**Power grid**

Scale bar: 20 um. Pins as bars on the die edge.
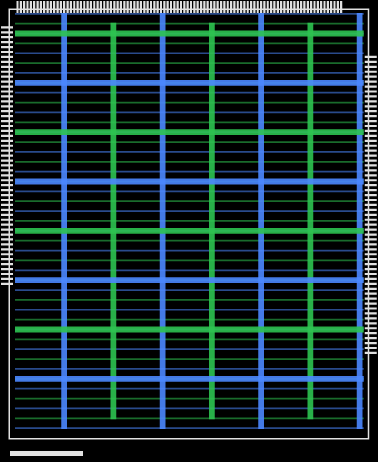
**Cell area per tile**

Scale bar: 20 um. The die is cut into 10 by 12 equal tiles; black is low, pale yellow is high, 0 to 100% covered.
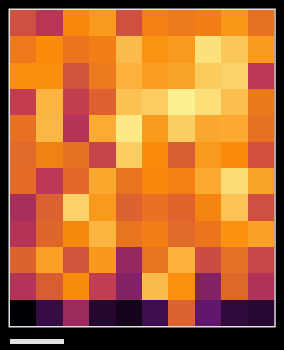
<file path="config.mk">
export PLATFORM = sky130hd
export DESIGN_NAME = series_adder_arbiter_flat
export DESIGN_NICKNAME = d
export VERILOG_FILES = /design/src/rtl/series_adder_arbiter_if.sv /design/src/rtl/series_adder_arbiter.sv /design/src/flat_wrapper.sv
export SDC_FILE = /design/constraint.sdc
export NUM_CORES = 1
export LEC_CHECK = 0
export CORE_ASPECT_RATIO = 1.2
export CORE_UTILIZATION = 48
export CTS_CLUSTER_SIZE = 10
export DETAILED_ROUTE_END_ITERATION = 8
export GPL_ROUTABILITY_DRIVEN = 0
export HOLD_SLACK_MARGIN = 0.02
export PLACE_DENSITY_LB_ADDON = 0.12
export SLEW_MARGIN = 20
export SYNTH_ARGS = -nofsm -noshare
export SYNTH_HDL_FRONTEND = slang
export SYNTH_SLANG_ARGS = --single-unit
</file>
<file path="constraint.sdc">
create_clock -name clk -period 6.5 [get_ports clk]
set_input_delay 1.95 -clock clk [delete_from_list [all_inputs] [get_ports clk]]
set_output_delay 1.95 -clock clk [all_outputs]
set_load 0.05 [all_outputs]
</file>
<file path="src/rtl/series_adder_arbiter_if.sv">
// Bundle of requester, adder and result streams around the series adder arbiter.
// The master modport is the arbiter's view; slave is the surrounding environment.
interface series_adder_arbiter_if #(
  parameter int DATA_W = 32
);
  logic [DATA_W-1:0] s0_data_i;
  logic              s0_vld_i;
  logic              s0_rdy_o;
  logic [DATA_W-1:0] s1_data_i;
  logic              s1_vld_i;
  logic              s1_rdy_o;

  logic [DATA_W-1:0] m_data_o;
  logic              m_vld_o;
  logic              m_rdy_i;

  logic [DATA_W-1:0] r_data_i;
  logic              r_vld_i;
  logic              r_first_i;
  logic              r_last_i;

  logic [DATA_W-1:0] res0_data_o;
  logic              res0_vld_o;
  logic              res0_first_o;
  logic              res0_last_o;
  logic [DATA_W-1:0] res1_data_o;
  logic              res1_vld_o;
  logic              res1_first_o;
  logic              res1_last_o;

  logic              owner_o;
  logic              busy_o;
  logic              err_o;

  modport master (
    input  s0_data_i, s0_vld_i, s1_data_i, s1_vld_i, m_rdy_i,
    input  r_data_i, r_vld_i, r_first_i, r_last_i,
    output s0_rdy_o, s1_rdy_o, m_data_o, m_vld_o,
    output res0_data_o, res0_vld_o, res0_first_o, res0_last_o,
    output res1_data_o, res1_vld_o, res1_first_o, res1_last_o,
    output owner_o, busy_o, err_o
  );

  modport slave (
    output s0_data_i, s0_vld_i, s1_data_i, s1_vld_i, m_rdy_i,
    output r_data_i, r_vld_i, r_first_i, r_last_i,
    input  s0_rdy_o, s1_rdy_o, m_data_o, m_vld_o,
    input  res0_data_o, res0_vld_o, res0_first_o, res0_last_o,
    input  res1_data_o, res1_vld_o, res1_first_o, res1_last_o,
    input  owner_o, busy_o, err_o
  );
endinterface

</file>
<file path="src/rtl/series_adder_arbiter.sv">
// Round-robin arbiter sharing one series adder between two requesters.
// A job is a header (byte count in [15:0]) followed by 8 words per byte; the
// owner keeps the adder until the adder signals r_last_i or the result wait
// times out. Results are routed back to the owner with one cycle of latency.
module series_adder_arbiter #(
  parameter int DATA_W  = 32,
  parameter int TIMEOUT = 1024
) (
  input  logic                  clk,
  input  logic                  rst_p,
  series_adder_arbiter_if.master bus
);

  localparam int TMO_W = $clog2(TIMEOUT + 1);

  typedef enum logic [1:0] {IDLE, HEADER, DATA, WAIT_RES} state_t;

  state_t            state_q, state_d;
  logic              owner_q, owner_d;
  logic              last_q, last_d;
  logic [18:0]       cnt_q, cnt_d;
  logic [TMO_W-1:0]  tmo_q, tmo_d;
  logic              err_q, err_d;

  logic [DATA_W-1:0] res0_data_q, res0_data_d, res1_data_q, res1_data_d;
  logic              res0_vld_q, res0_vld_d, res0_first_q, res0_first_d;
  logic              res0_last_q, res0_last_d;
  logic              res1_vld_q, res1_vld_d, res1_first_q, res1_first_d;
  logic              res1_last_q, res1_last_d;

  logic [DATA_W-1:0] own_data;
  logic              own_vld;
  logic              own_rdy;
  logic [15:0]       num_bytes;
  logic              busy;

  // Select the current owner's request stream.
  always_comb begin
    own_data = owner_q ? bus.s1_data_i : bus.s0_data_i;
    own_vld  = owner_q ? bus.s1_vld_i  : bus.s0_vld_i;
  end

  assign num_bytes = own_data[15:0];
  assign busy      = (state_q != IDLE);

  // Job FSM: arbitration, header decode, beat counting and result wait.
  always_comb begin
    state_d      = state_q;
    owner_d      = owner_q;
    last_d       = last_q;
    cnt_d        = cnt_q;
    tmo_d        = tmo_q;
    err_d        = 1'b0;
    own_rdy      = 1'b0;
    bus.m_data_o = '0;
    bus.m_vld_o  = 1'b0;
    case (state_q)
      IDLE: begin
        // A result with no job to own it is dropped and flagged.
        if (bus.r_vld_i) err_d = 1'b1;
        if (bus.s0_vld_i && bus.s1_vld_i) begin
          owner_d = ~last_q;
          state_d = HEADER;
        end else if (bus.s0_vld_i) begin
          owner_d = 1'b0;
          state_d = HEADER;
        end else if (bus.s1_vld_i) begin
          owner_d = 1'b1;
          state_d = HEADER;
        end
      end
      HEADER: begin
        bus.m_data_o = own_data;
        if (own_vld && (num_bytes == 16'd0)) begin
          // Empty job: swallow the header without bothering the adder.
          own_rdy = 1'b1;
          err_d   = 1'b1;
          last_d  = owner_q;
          state_d = IDLE;
        end else begin
          bus.m_vld_o = own_vld;
          own_rdy     = bus.m_rdy_i;
          if (own_vld && bus.m_rdy_i) begin
            cnt_d   = {num_bytes, 3'b000};
            state_d = DATA;
          end
        end
      end
      DATA: begin
        bus.m_data_o = own_data;
        bus.m_vld_o  = own_vld;
        own_rdy      = bus.m_rdy_i;
        if (own_vld && bus.m_rdy_i) begin
          cnt_d = cnt_q - 19'd1;
          if (cnt_q == 19'd1) begin
            tmo_d   = '0;
            state_d = WAIT_RES;
          end
        end
      end
      WAIT_RES: begin
        // Any job end (done or timed out) hands priority to the other side.
        if (bus.r_last_i) begin
          last_d  = owner_q;
          state_d = IDLE;
        end else if (tmo_q == TMO_W'(TIMEOUT - 1)) begin
          err_d   = 1'b1;
          last_d  = owner_q;
          state_d = IDLE;
        end else begin
          tmo_d = tmo_q + TMO_W'(1);
        end
      end
      default: state_d = IDLE;
    endcase
  end

  // Route the adder result stream to whichever requester owns the job.
  always_comb begin
    res0_vld_d   = busy & ~owner_q & bus.r_vld_i;
    res0_first_d = busy & ~owner_q & bus.r_first_i;
    res0_last_d  = busy & ~owner_q & bus.r_last_i;
    res0_data_d  = (busy && !owner_q) ? bus.r_data_i : '0;
    res1_vld_d   = busy & owner_q & bus.r_vld_i;
    res1_first_d = busy & owner_q & bus.r_first_i;
    res1_last_d  = busy & owner_q & bus.r_last_i;
    res1_data_d  = (busy && owner_q) ? bus.r_data_i : '0;
  end

  // State, counters and registered result outputs.
  always_ff @(posedge clk or posedge rst_p) begin
    if (rst_p) begin
      state_q      <= IDLE;
      owner_q      <= 1'b0;
      last_q       <= 1'b1;
      cnt_q        <= '0;
      tmo_q        <= '0;
      err_q        <= 1'b0;
      res0_data_q  <= '0;
      res0_vld_q   <= 1'b0;
      res0_first_q <= 1'b0;
      res0_last_q  <= 1'b0;
      res1_data_q  <= '0;
      res1_vld_q   <= 1'b0;
      res1_first_q <= 1'b0;
      res1_last_q  <= 1'b0;
    end else begin
      state_q      <= state_d;
      owner_q      <= owner_d;
      last_q       <= last_d;
      cnt_q        <= cnt_d;
      tmo_q        <= tmo_d;
      err_q        <= err_d;
      res0_data_q  <= res0_data_d;
      res0_vld_q   <= res0_vld_d;
      res0_first_q <= res0_first_d;
      res0_last_q  <= res0_last_d;
      res1_data_q  <= res1_data_d;
      res1_vld_q   <= res1_vld_d;
      res1_first_q <= res1_first_d;
      res1_last_q  <= res1_last_d;
    end
  end

  assign bus.s0_rdy_o     = own_rdy & ~owner_q;
  assign bus.s1_rdy_o     = own_rdy & owner_q;
  assign bus.res0_data_o  = res0_data_q;
  assign bus.res0_vld_o   = res0_vld_q;
  assign bus.res0_first_o = res0_first_q;
  assign bus.res0_last_o  = res0_last_q;
  assign bus.res1_data_o  = res1_data_q;
  assign bus.res1_vld_o   = res1_vld_q;
  assign bus.res1_first_o = res1_first_q;
  assign bus.res1_last_o  = res1_last_q;
  assign bus.owner_o      = owner_q;
  assign bus.busy_o       = busy;
  assign bus.err_o        = err_q;

endmodule

</file>
<file path="src/flat_wrapper.sv">
// flat-port wrapper written by rule: the top's interface ports become plain ports
module series_adder_arbiter_flat 
#(
  parameter int DATA_W  = 32,
  parameter int TIMEOUT = 1024
)
  (clk, rst_p, bus_s0_data_i, bus_s0_vld_i, bus_s1_data_i, bus_s1_vld_i, bus_m_rdy_i, bus_r_data_i, bus_r_vld_i, bus_r_first_i, bus_r_last_i, bus_s0_rdy_o, bus_s1_rdy_o, bus_m_data_o, bus_m_vld_o, bus_res0_data_o, bus_res0_vld_o, bus_res0_first_o, bus_res0_last_o, bus_res1_data_o, bus_res1_vld_o, bus_res1_first_o, bus_res1_last_o, bus_owner_o, bus_busy_o, bus_err_o);
  series_adder_arbiter_if #(.DATA_W(DATA_W)) bus_i ();
  input  logic clk;
  input  logic rst_p;
  input wire logic [$bits(bus_i.s0_data_i)-1:0] bus_s0_data_i;
  input wire logic [$bits(bus_i.s0_vld_i)-1:0] bus_s0_vld_i;
  input wire logic [$bits(bus_i.s1_data_i)-1:0] bus_s1_data_i;
  input wire logic [$bits(bus_i.s1_vld_i)-1:0] bus_s1_vld_i;
  input wire logic [$bits(bus_i.m_rdy_i)-1:0] bus_m_rdy_i;
  input wire logic [$bits(bus_i.r_data_i)-1:0] bus_r_data_i;
  input wire logic [$bits(bus_i.r_vld_i)-1:0] bus_r_vld_i;
  input wire logic [$bits(bus_i.r_first_i)-1:0] bus_r_first_i;
  input wire logic [$bits(bus_i.r_last_i)-1:0] bus_r_last_i;
  output wire logic [$bits(bus_i.s0_rdy_o)-1:0] bus_s0_rdy_o;
  output wire logic [$bits(bus_i.s1_rdy_o)-1:0] bus_s1_rdy_o;
  output wire logic [$bits(bus_i.m_data_o)-1:0] bus_m_data_o;
  output wire logic [$bits(bus_i.m_vld_o)-1:0] bus_m_vld_o;
  output wire logic [$bits(bus_i.res0_data_o)-1:0] bus_res0_data_o;
  output wire logic [$bits(bus_i.res0_vld_o)-1:0] bus_res0_vld_o;
  output wire logic [$bits(bus_i.res0_first_o)-1:0] bus_res0_first_o;
  output wire logic [$bits(bus_i.res0_last_o)-1:0] bus_res0_last_o;
  output wire logic [$bits(bus_i.res1_data_o)-1:0] bus_res1_data_o;
  output wire logic [$bits(bus_i.res1_vld_o)-1:0] bus_res1_vld_o;
  output wire logic [$bits(bus_i.res1_first_o)-1:0] bus_res1_first_o;
  output wire logic [$bits(bus_i.res1_last_o)-1:0] bus_res1_last_o;
  output wire logic [$bits(bus_i.owner_o)-1:0] bus_owner_o;
  output wire logic [$bits(bus_i.busy_o)-1:0] bus_busy_o;
  output wire logic [$bits(bus_i.err_o)-1:0] bus_err_o;
  assign bus_i.s0_data_i = bus_s0_data_i;
  assign bus_i.s0_vld_i = bus_s0_vld_i;
  assign bus_i.s1_data_i = bus_s1_data_i;
  assign bus_i.s1_vld_i = bus_s1_vld_i;
  assign bus_i.m_rdy_i = bus_m_rdy_i;
  assign bus_i.r_data_i = bus_r_data_i;
  assign bus_i.r_vld_i = bus_r_vld_i;
  assign bus_i.r_first_i = bus_r_first_i;
  assign bus_i.r_last_i = bus_r_last_i;
  assign bus_s0_rdy_o = bus_i.s0_rdy_o;
  assign bus_s1_rdy_o = bus_i.s1_rdy_o;
  assign bus_m_data_o = bus_i.m_data_o;
  assign bus_m_vld_o = bus_i.m_vld_o;
  assign bus_res0_data_o = bus_i.res0_data_o;
  assign bus_res0_vld_o = bus_i.res0_vld_o;
  assign bus_res0_first_o = bus_i.res0_first_o;
  assign bus_res0_last_o = bus_i.res0_last_o;
  assign bus_res1_data_o = bus_i.res1_data_o;
  assign bus_res1_vld_o = bus_i.res1_vld_o;
  assign bus_res1_first_o = bus_i.res1_first_o;
  assign bus_res1_last_o = bus_i.res1_last_o;
  assign bus_owner_o = bus_i.owner_o;
  assign bus_busy_o = bus_i.busy_o;
  assign bus_err_o = bus_i.err_o;
  series_adder_arbiter #(.DATA_W(DATA_W), .TIMEOUT(TIMEOUT)) u_core (.clk(clk), .rst_p(rst_p), .bus(bus_i));
endmodule
</file>
==> summary.txt <==
status = complete, no violations
max_slew headroom = 37.33%
tool warnings = 30
inverters = 25
DRT Pass-1 Iters = 6
Max stage delay on crit path = 0.72 ns
f_max = 0.1609 GHz
MaxCap Viol Count = 0
row count = 42
pin count of the biggest net entering global routing = 77
GR met2 Demand/Resource = 49.03%
clock network power = 0.557 mW
reg2reg end = u_core.cnt_q[15]
ratio of cells with drive above 1 in the final layout = 6.519%
switching share of power = 50.83%
crit share post-route = 95.60%
gr ovfl total = 0
grt peak-use layer = met2
WL final = 15920 um
CP required = 4.55 ns
CP most frequent cell = clkdlybuf4s50_1
CP bufs+invs = 2
crit path max fanout = 3
via-per-instance ratio = 5.758
cts-stage hold buffer count = 0
end point of the critical path = bus_m_vld_o
Post-Synthesis Cells = 519
Late-Pin Clk Latency = 0.34 ns
gr usage total = 27.98%
xor/xnor share = 0%
EDFF count, synth = 0
seq_cells = 105
clock net sink count = 105
sequential area share after synthesis = 48.84%
first-pass GRT wire length = 25310 um
Critical Path, Cell by Cell = clkdlybuf4s50_1 > nor4b_1 > nand4_1 > a21oi_1 > o21ai_0 > and3_1 > clkdlybuf4s50_1
hpwl dp = 11860 um
Max-area cell share = 48.35%
Cell area leaders = dfrtp_1, mux2i_1, and3_1
Critical Path AT = 4.26 ns
clock skew = 0.006450 ns
Adder Share, Synth = 1.627%
Startpoint Class = primary input
Setup TNS = 0 ns
Notes on 'power grid' above:
Key: VSS = blue; VDD = green
8 straps on met5. 7 straps on met4. 212 signal pins sit on the boundary. 43 met1 rails follow the rows.
Peak VDD IR: 357.3 uV
Core ar.: 10980 um^2
die height: 118.0 um
Die X: 98.67 um

Notes on 'cell area per tile' above:
The mean over all tiles is 67%. The fullest tile reaches 97%. 0.80% of the tiles are nearly empty. 38% of the tiles are over 75% full.
final core utilization: 71.96%
FP Core Util: 49.01%

==> per-stage QoR <==
stage	util, %	std cells	area (um^2)	hold slack [ns]
global placement	69.04	837	7582	0.4982
finish	71.96	853	7904	0.5182
global route	71.96	853	7904	0.5511
floorplan	-	519	5383	0.4844
detailed placement	69.04	837	7582	0.5055
CTS	71.92	853	7899	0.5222
==> synthesized netlist by cell type, drive strengths merged, types with 2 or more instances <==
master,count
a211o,4
a21oi,8
a221oi,12
a22o,2
a32o,2
and2,36
and3,38
and4,2
buf,12
clkbuf,18
dfrtp,104
ha,7
inv,25
mux2,5
mux2i,36
nand2,33
nand2b,2
nand3,21
nand4,9
nor2,21
nor2b,33
nor3,13
nor4,12
o2111ai,2
o211ai,4
o21ai,9
o311ai,8
o31ai,4
o32ai,3
o41a,2
o41ai,12
or3,4
or4,2
No activity file was given, so power comes from the tool's default toggle rates.
